**config.mk**
```make
export PLATFORM = sky130hd
export DESIGN_NAME = ram_arbiter
export DESIGN_NICKNAME = d
export VERILOG_FILES = /design/src/rtl/ram_arbiter.sv
export SDC_FILE = /design/constraint.sdc
export NUM_CORES = 1
export LEC_CHECK = 0
export ABC_AREA = 0
export CAP_MARGIN = 30
export CORE_AREA = 10 10 111 73
export DETAILED_ROUTE_END_ITERATION = 6
export DIE_AREA = 0 0 121 83
export GPL_ROUTABILITY_DRIVEN = 0
export PLACE_DENSITY = 0.61
export SYNTH_ARGS = -nofsm -noshare
export SYNTH_HDL_FRONTEND = slang
export SYNTH_SLANG_ARGS = --single-unit
```
**constraint.sdc**
```tcl
create_clock -name clk -period 1.35 [get_ports clk]
set_clock_uncertainty 0.15 [all_clocks]
set_input_delay 0.27 -clock clk [delete_from_list [all_inputs] [get_ports clk]]
set_output_delay 0.27 -clock clk [all_outputs]
set_load 0.05 [all_outputs]
```
**src/rtl/ram_arbiter.sv**
```systemverilog
// ram_arbiter: two-requester arbiter in front of one single-port synchronous RAM
// with a 1-cycle registered read.
// At most one RAM access is issued per cycle. The winner gets a one-cycle grant,
// and read data comes back with a one-cycle valid strobe.
// The build-time option RAM_ARB_FIXED_PRIO_EN selects fixed priority, where
// requester 0 wins ties. With it undefined (the default), ties go round-robin.
module ram_arbiter #(
  parameter int WIDTH      = 8,
  parameter int ADDR_WIDTH = 10
) (
  input  logic                  clk,
  input  logic                  rst,
  input  logic                  req0,
  input  logic                  we0,
  input  logic [ADDR_WIDTH-1:0] addr0,
  input  logic [WIDTH-1:0]      wdata0,
  output logic                  gnt0,
  output logic [WIDTH-1:0]      rdata0,
  output logic                  rvalid0,
  input  logic                  req1,
  input  logic                  we1,
  input  logic [ADDR_WIDTH-1:0] addr1,
  input  logic [WIDTH-1:0]      wdata1,
  output logic                  gnt1,
  output logic [WIDTH-1:0]      rdata1,
  output logic                  rvalid1,
  output logic                  ram_we,
  output logic [ADDR_WIDTH-1:0] ram_addr,
  output logic [WIDTH-1:0]      ram_din,
  input  logic [WIDTH-1:0]      ram_dout
);

  logic elig0_p0, elig1_p0;
  logic win0_p0, win1_p0;
  logic rd_pend;
  logic rd_id;

`ifndef RAM_ARB_FIXED_PRIO_EN
  logic rr_ptr;
`endif

  // ---- stage p0: eligibility and winner selection ----
  // Selects the winner. A requester whose grant is currently visible is not
  // eligible, so it can take the next request on the edge that ends its grant.
  always_comb begin
    elig0_p0 = req0 & ~gnt0;
    elig1_p0 = req1 & ~gnt1;
`ifdef RAM_ARB_FIXED_PRIO_EN
    win0_p0  = elig0_p0;
`else
    win0_p0  = elig0_p0 & (~elig1_p0 | ~rr_ptr);
`endif
    win1_p0  = elig1_p0 & ~win0_p0;
  end

`ifndef RAM_ARB_FIXED_PRIO_EN
  // Points at the other requester after every win, including uncontested wins.
  always_ff @(posedge clk) begin
    if (rst)          rr_ptr <= 1'b0;
    else if (win0_p0) rr_ptr <= 1'b1;
    else if (win1_p0) rr_ptr <= 1'b0;
  end
`endif

  // ---- stage p1: registered grant and RAM command ----
  // Issues the winner's command to the RAM and remembers whether a read is in flight.
  // When nobody wins, the address and data hold their last value.
  always_ff @(posedge clk) begin
    if (rst) begin
      gnt0     <= 1'b0;
      gnt1     <= 1'b0;
      ram_we   <= 1'b0;
      ram_addr <= '0;
      ram_din  <= '0;
      rd_pend  <= 1'b0;
      rd_id    <= 1'b0;
    end else begin
      gnt0    <= win0_p0;
      gnt1    <= win1_p0;
      rd_pend <= (win0_p0 & ~we0) | (win1_p0 & ~we1);
      rd_id   <= win1_p0;
      if (win0_p0) begin
        ram_we   <= we0;
        ram_addr <= addr0;
        ram_din  <= wdata0;
      end else if (win1_p0) begin
        ram_we   <= we1;
        ram_addr <= addr1;
        ram_din  <= wdata1;
      end else begin
        ram_we   <= 1'b0;
      end
    end
  end

  // ---- stage p2: read-data valid, aligned with the RAM's registered dout ----
  // Turns a pending read into a valid strobe for the requester that issued it.
  // A reset drops any read still in flight.
  always_ff @(posedge clk) begin
    if (rst) begin
      rvalid0 <= 1'b0;
      rvalid1 <= 1'b0;
    end else begin
      rvalid0 <= rd_pend & ~rd_id;
      rvalid1 <= rd_pend &  rd_id;
    end
  end

  assign rdata0 = ram_dout;
  assign rdata1 = ram_dout;

endmodule

```
Fig. 1: run 1, signal wires on met2
Drawn at 4 px/um. Cells faint in the background.
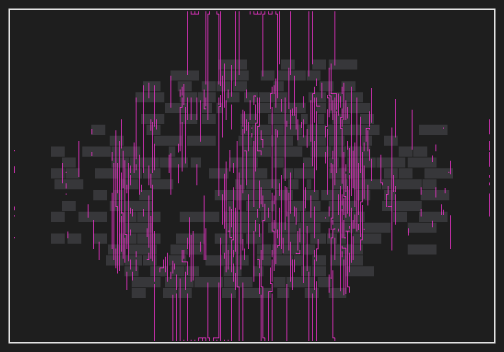
main direction: vertical
wire length on this layer: 2800 um

Fig. 2: run 1, the metal 3 layer
Drawn at 4 px/um. Cells faint in the background.
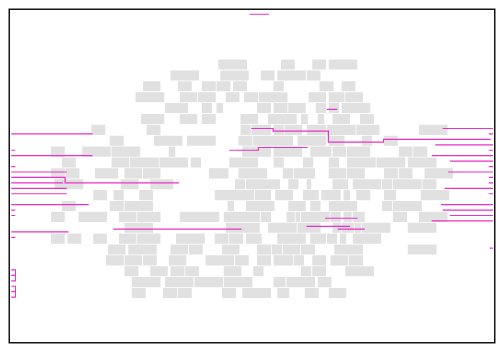
main direction: horizontal
nets with wire on the layer: 40

==> reports/summary.log, run 1 <==
[outcome] outcome finished with violations
[outcome] violations in the final reports setup timing
[final_layout] Post-Layout Inst Area 2982 um^2
[final_layout] logic share of the area 0.3160
[grt] antenna violations before repair 0
[detailed_routing] DR pass1 iterations 4
[setup_path] crit path launch type register
[synthesis] synthesized netlist cell count 147
[timing] final hold viol count 0
[synthesis] register bit count reported by yosys 25
[timing] unrepaired setup endpoints after global routing true
[synthesis] main area contributors sky130_fd_sc_hd__dfxtp_1 (34%), sky130_fd_sc_hd__nor4_2 (14%), sky130_fd_sc_hd__nor3_2 (12%), sky130_fd_sc_hd__a211oi_1 (10%), sky130_fd_sc_hd__buf_4 (10%)
[synthesis] AND-OR/OR-AND Cells, Area Fraction 0.1194
[grt] total grt overflow 0
[job] number of OpenROAD warnings 29
[final_layout] non-clock inverter count 1
[setup_path] cells along the critical path buf_6, buf_12, buf_12
[setup_path] arrival time at the worst endpoint 1000 ps
[pwr] proportion of power drawn by flip-flops and latches 0.346
[pwr] PwrDens 862.0 nW/um^2
[setup_path] kind of end point of the critical path primary output
[timing] ratio of final minimum period to clock period 1.053
[pwr] Int Power 1.673 mW
[worst_hold_path] number of cells on the worst hold path 1
[setup_path] Setup Crit Path Kind register to primary output
[synthesis] top comb family, area simple AND/OR/NAND/NOR gates
[timing] Final setup violation count 14
[final_layout] number of signal-net buffers in the layout 101
[synthesis] synthesized-area fraction occupied by adder cells 0
[pwr] Clk. pwr 0.448 mW
[grt] via count of the first global-routing pass 1515
[floorplanning] Die Ht 83 um
[clocking] number of hold buffers added after cts 0
[placed_design] # port buffers 64
[timing] max frequency 0.7035 GHz
[synthesis] simple-gate portion of the synthesized area 0.3785
[clocking] largest buffer count on any clock path 2
[worst_hold_path] start point of the worst min-delay path rd_pend
[placed_design] post-detailed-placement cell area 2394 um^2
[final_layout] Logic cell area 942.2 um^2
[setup_path] Crit path max-delay family buffers and inverters
[clocking] Post CTS Setup Buffer Count 11
[synthesis] cells in synth_stat.txt 147
[final_layout] layout cell share with drive strength beyond 1 0.5936
[worst_hold_path] WHS Endpoint rvalid0
[detailed_routing] Post-route DRC 0
[pwr] power spent charging and discharging nets 0.8967 mW
[clocking] number of clock sinks 25
[clocking] TritonCTS clock tree yes
[placed_design] Cell Count Post-Placement 276
[final_layout] proportion of cell area occupied by registers 0.1704
[worst_hold_path] class of the most critical hold timing path register to register
[setup_path] register-to-register path setup slack -60 ps
[timing] Worst Max-Slew Pin Slew 295.6 ps
[final_layout] combinational gates 88
[detailed_routing] detailed-route via count 1446
[setup_path] Crit path required time 930 ps
[detailed_routing] detailed-route wire length on metal 1 2.466 mm
[synthesis] count of library flops with an enable pin 0
[floorplanning] Tap Count 84
[setup_path] highest fanout seen on the critical path 3
[synthesis] number of distinct library cells after synthesis 24
[grt] met1 track demand over resource in global routing 0.1416
[grt] met2 track demand over resource in global routing 0.1650
[placed_design] minimum setup slack after placement -419.3 ps
[synthesis] share of flip-flops with an asynchronous set or reset after synthesis 0
[detailed_routing] drt total wl 5.751 mm
[final_layout] fin util 0.4946
[setup_path] worst setup path start rd_id
[final_layout] area of all sequential standard cells 508.0 um^2
[synthesis] chip area from the yosys synthesis statistics 1478 um^2
[final_layout] largest register by flop count ram_addr
[grt] global-route wire length before repair 8.866 mm
[pwr] switching part of the total power 0.3489
[floorplanning] area of the core region 6028 um^2
[final_layout] fraction of area in non-clock buffers 0.4620
[final_layout] number of non-filler instances in the completed layout 303
[pwr] Max power group combinational logic
[detailed_routing] Highest Signal Layer met4
[final_layout] leading registers by flop count ram_addr x10, ram_din x8
[setup_path] buffers plus inverters on the worst setup path 3
[setup_path] total stage count of the critical path 3
[timing] setup slack after layout -71.44 ps
[setup_path] CP Capture Point gnt1
[synthesis] biggest area consumer among synthesized cells sky130_fd_sc_hd__dfxtp_1
[grt] busiest metal layer after global routing met2
[clocking] Resized cells post-CTS 44
[placed_design] Post-DP HPWL 3.595 mm
[pwr] Power, Total 2.570 mW
Fig. 3: run 1, pin placement
Drawn at 4 px/um. Pins as bars across the die edge, other pins in gray.
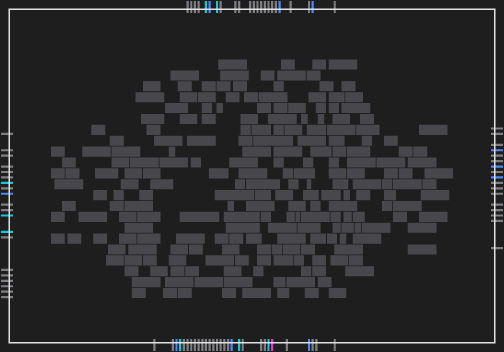
| color | port | pins | direction | edge |
|---|---|---|---|---|
| blue | addr1 | 10 | input | 3 bottom, 3 right, 3 top, 1 left |
| cyan | wdata1 | 8 | input | 3 bottom, 3 left, 2 top |
| magenta | req0 | 1 | input | bottom |

==> inputs of run 2 (changes only) <==
--- a/config.mk
+++ b/config.mk
@@ -7,11 +7,13 @@
 export LEC_CHECK = 0
 export ABC_AREA = 0
 export CAP_MARGIN = 30
-export CORE_AREA = 10 10 111 73
+export CELL_PAD_IN_SITES_DETAIL_PLACEMENT = 1
+export CELL_PAD_IN_SITES_GLOBAL_PLACEMENT = 2
+export CORE_AREA = 10 10 120 78
 export DETAILED_ROUTE_END_ITERATION = 6
-export DIE_AREA = 0 0 121 83
+export DIE_AREA = 0 0 130 88
 export GPL_ROUTABILITY_DRIVEN = 0
-export PLACE_DENSITY = 0.61
+export PLACE_DENSITY = 0.85
 export SYNTH_ARGS = -nofsm -noshare
 export SYNTH_HDL_FRONTEND = slang
 export SYNTH_SLANG_ARGS = --single-unit
Fig. 4: run 2, the metal 3 layer
Drawn at 4 px/um. Cells faint in the background.
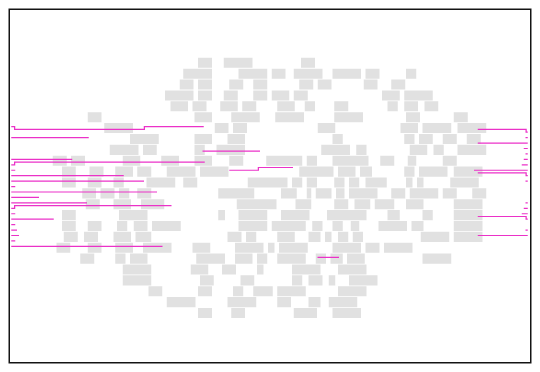
nets with wire on the layer: 37
wire length on this layer: 466 um
main direction: horizontal

==> run 2 against run 1 <==
Power grew 7.2%. Fmax grew 0.76%. Largest power group unchanged. The flow still finishes with violations (setup timing). Hold slack lost 2.6 ps. Clock-buffer cell count is 1 lower. Synthesized cell count stayed put. Die size increased by 14%. Flip-flop count did not move. Critical path type is now register to register. Clock power rose by 54%.
==> reports/summary.log, run 2 <==
[pwr] Int Power 1.829 mW [+9.3%]
[clocking] Resized cells post-CTS 35 [-20%]
[pwr] PwrDens 947.6 nW/um^2 [+9.9%]
[timing] Final setup violation count 14 [unchanged]
[placed_design] Post-DP HPWL 4.179 mm [+16%]
[timing] final hold viol count 0 [unchanged]
[synthesis] top comb family, area simple AND/OR/NAND/NOR gates
[worst_hold_path] number of cells on the worst hold path 1 [unchanged]
[setup_path] kind of end point of the critical path register
[outcome] outcome finished with violations
[timing] Worst Max-Slew Pin Slew 275.7 ps [-19.91 ps]
[synthesis] count of library flops with an enable pin 0 [unchanged]
[setup_path] arrival time at the worst endpoint 1440 ps [+440 ps]
[clocking] number of hold buffers added after cts 0 [unchanged]
[clocking] Post CTS Setup Buffer Count 9 [-2]
[worst_hold_path] WHS Endpoint rvalid0
[grt] busiest metal layer after global routing met2
[grt] met2 track demand over resource in global routing 0.1746 [+0.009562]
[final_layout] proportion of cell area occupied by registers 0.1747 [+0.004325]
[job] number of OpenROAD warnings 29 [unchanged]
[setup_path] total stage count of the critical path 7 [+4]
[floorplanning] Die Ht 88 um [+6.0%]
[final_layout] area of all sequential standard cells 508.0 um^2 [unchanged]
[setup_path] Setup Crit Path Kind register to register
[placed_design] Cell Count Post-Placement 283 [+2.5%]
[final_layout] fin util 0.4069 [-0.08774]
[grt] met1 track demand over resource in global routing 0.1351 [-0.006555]
[detailed_routing] Highest Signal Layer met4
[final_layout] Post-Layout Inst Area 2908 um^2 [-2.5%]
[floorplanning] Tap Count 91 [+8.3%]
[detailed_routing] detailed-route via count 1389 [-3.9%]
[synthesis] share of flip-flops with an asynchronous set or reset after synthesis 0 [unchanged]
[synthesis] main area contributors sky130_fd_sc_hd__dfxtp_1 (34%), sky130_fd_sc_hd__nor4_2 (14%), sky130_fd_sc_hd__nor3_2 (12%), sky130_fd_sc_hd__a211oi_1 (10%), sky130_fd_sc_hd__buf_4 (10%)
[outcome] violations in the final reports setup timing
[synthesis] synthesized-area fraction occupied by adder cells 0 [unchanged]
[placed_design] minimum setup slack after placement -415.5 ps [+3.817 ps]
[pwr] Clk. pwr 0.691 mW [+54%]
[final_layout] combinational gates 88 [unchanged]
[synthesis] AND-OR/OR-AND Cells, Area Fraction 0.1194 [unchanged]
[final_layout] number of non-filler instances in the completed layout 305 [+0.66%]
[setup_path] highest fanout seen on the critical path 6 [+3]
[pwr] Max power group combinational logic
[timing] max frequency 0.7089 GHz [+0.76%]
[pwr] power spent charging and discharging nets 0.9261 mW [+3.3%]
[final_layout] leading registers by flop count ram_addr x10, ram_din x8
[synthesis] chip area from the yosys synthesis statistics 1478 um^2 [unchanged]
[timing] unrepaired setup endpoints after global routing true
[setup_path] crit path launch type register
[synthesis] biggest area consumer among synthesized cells sky130_fd_sc_hd__dfxtp_1
[final_layout] logic share of the area 0.3034 [-0.01263]
[clocking] TritonCTS clock tree yes
[final_layout] Logic cell area 882.1 um^2 [-6.4%]
[timing] ratio of final minimum period to clock period 1.045 [-0.007946]
[final_layout] layout cell share with drive strength beyond 1 0.5748 [-0.01884]
[timing] setup slack after layout -60.71 ps [+10.73 ps]
[synthesis] synthesized netlist cell count 147 [unchanged]
[final_layout] largest register by flop count ram_addr
[pwr] proportion of power drawn by flip-flops and latches 0.320 [-0.026]
[grt] global-route wire length before repair 9.639 mm [+8.7%]
[setup_path] CP Capture Point ram_addr[2]
[worst_hold_path] start point of the worst min-delay path rd_pend
[grt] via count of the first global-routing pass 1593 [+5.1%]
[clocking] number of clock sinks 25 [unchanged]
[detailed_routing] drt total wl 5.982 mm [+4.0%]
[pwr] Power, Total 2.755 mW [+7.2%]
[pwr] switching part of the total power 0.3361 [-0.01280]
[placed_design] # port buffers 64 [unchanged]
[synthesis] simple-gate portion of the synthesized area 0.3785 [unchanged]
[final_layout] number of signal-net buffers in the layout 96 [-5.0%]
[placed_design] post-detailed-placement cell area 2407 um^2 [+0.57%]
Power is estimated from default activity; no workload was simulated.
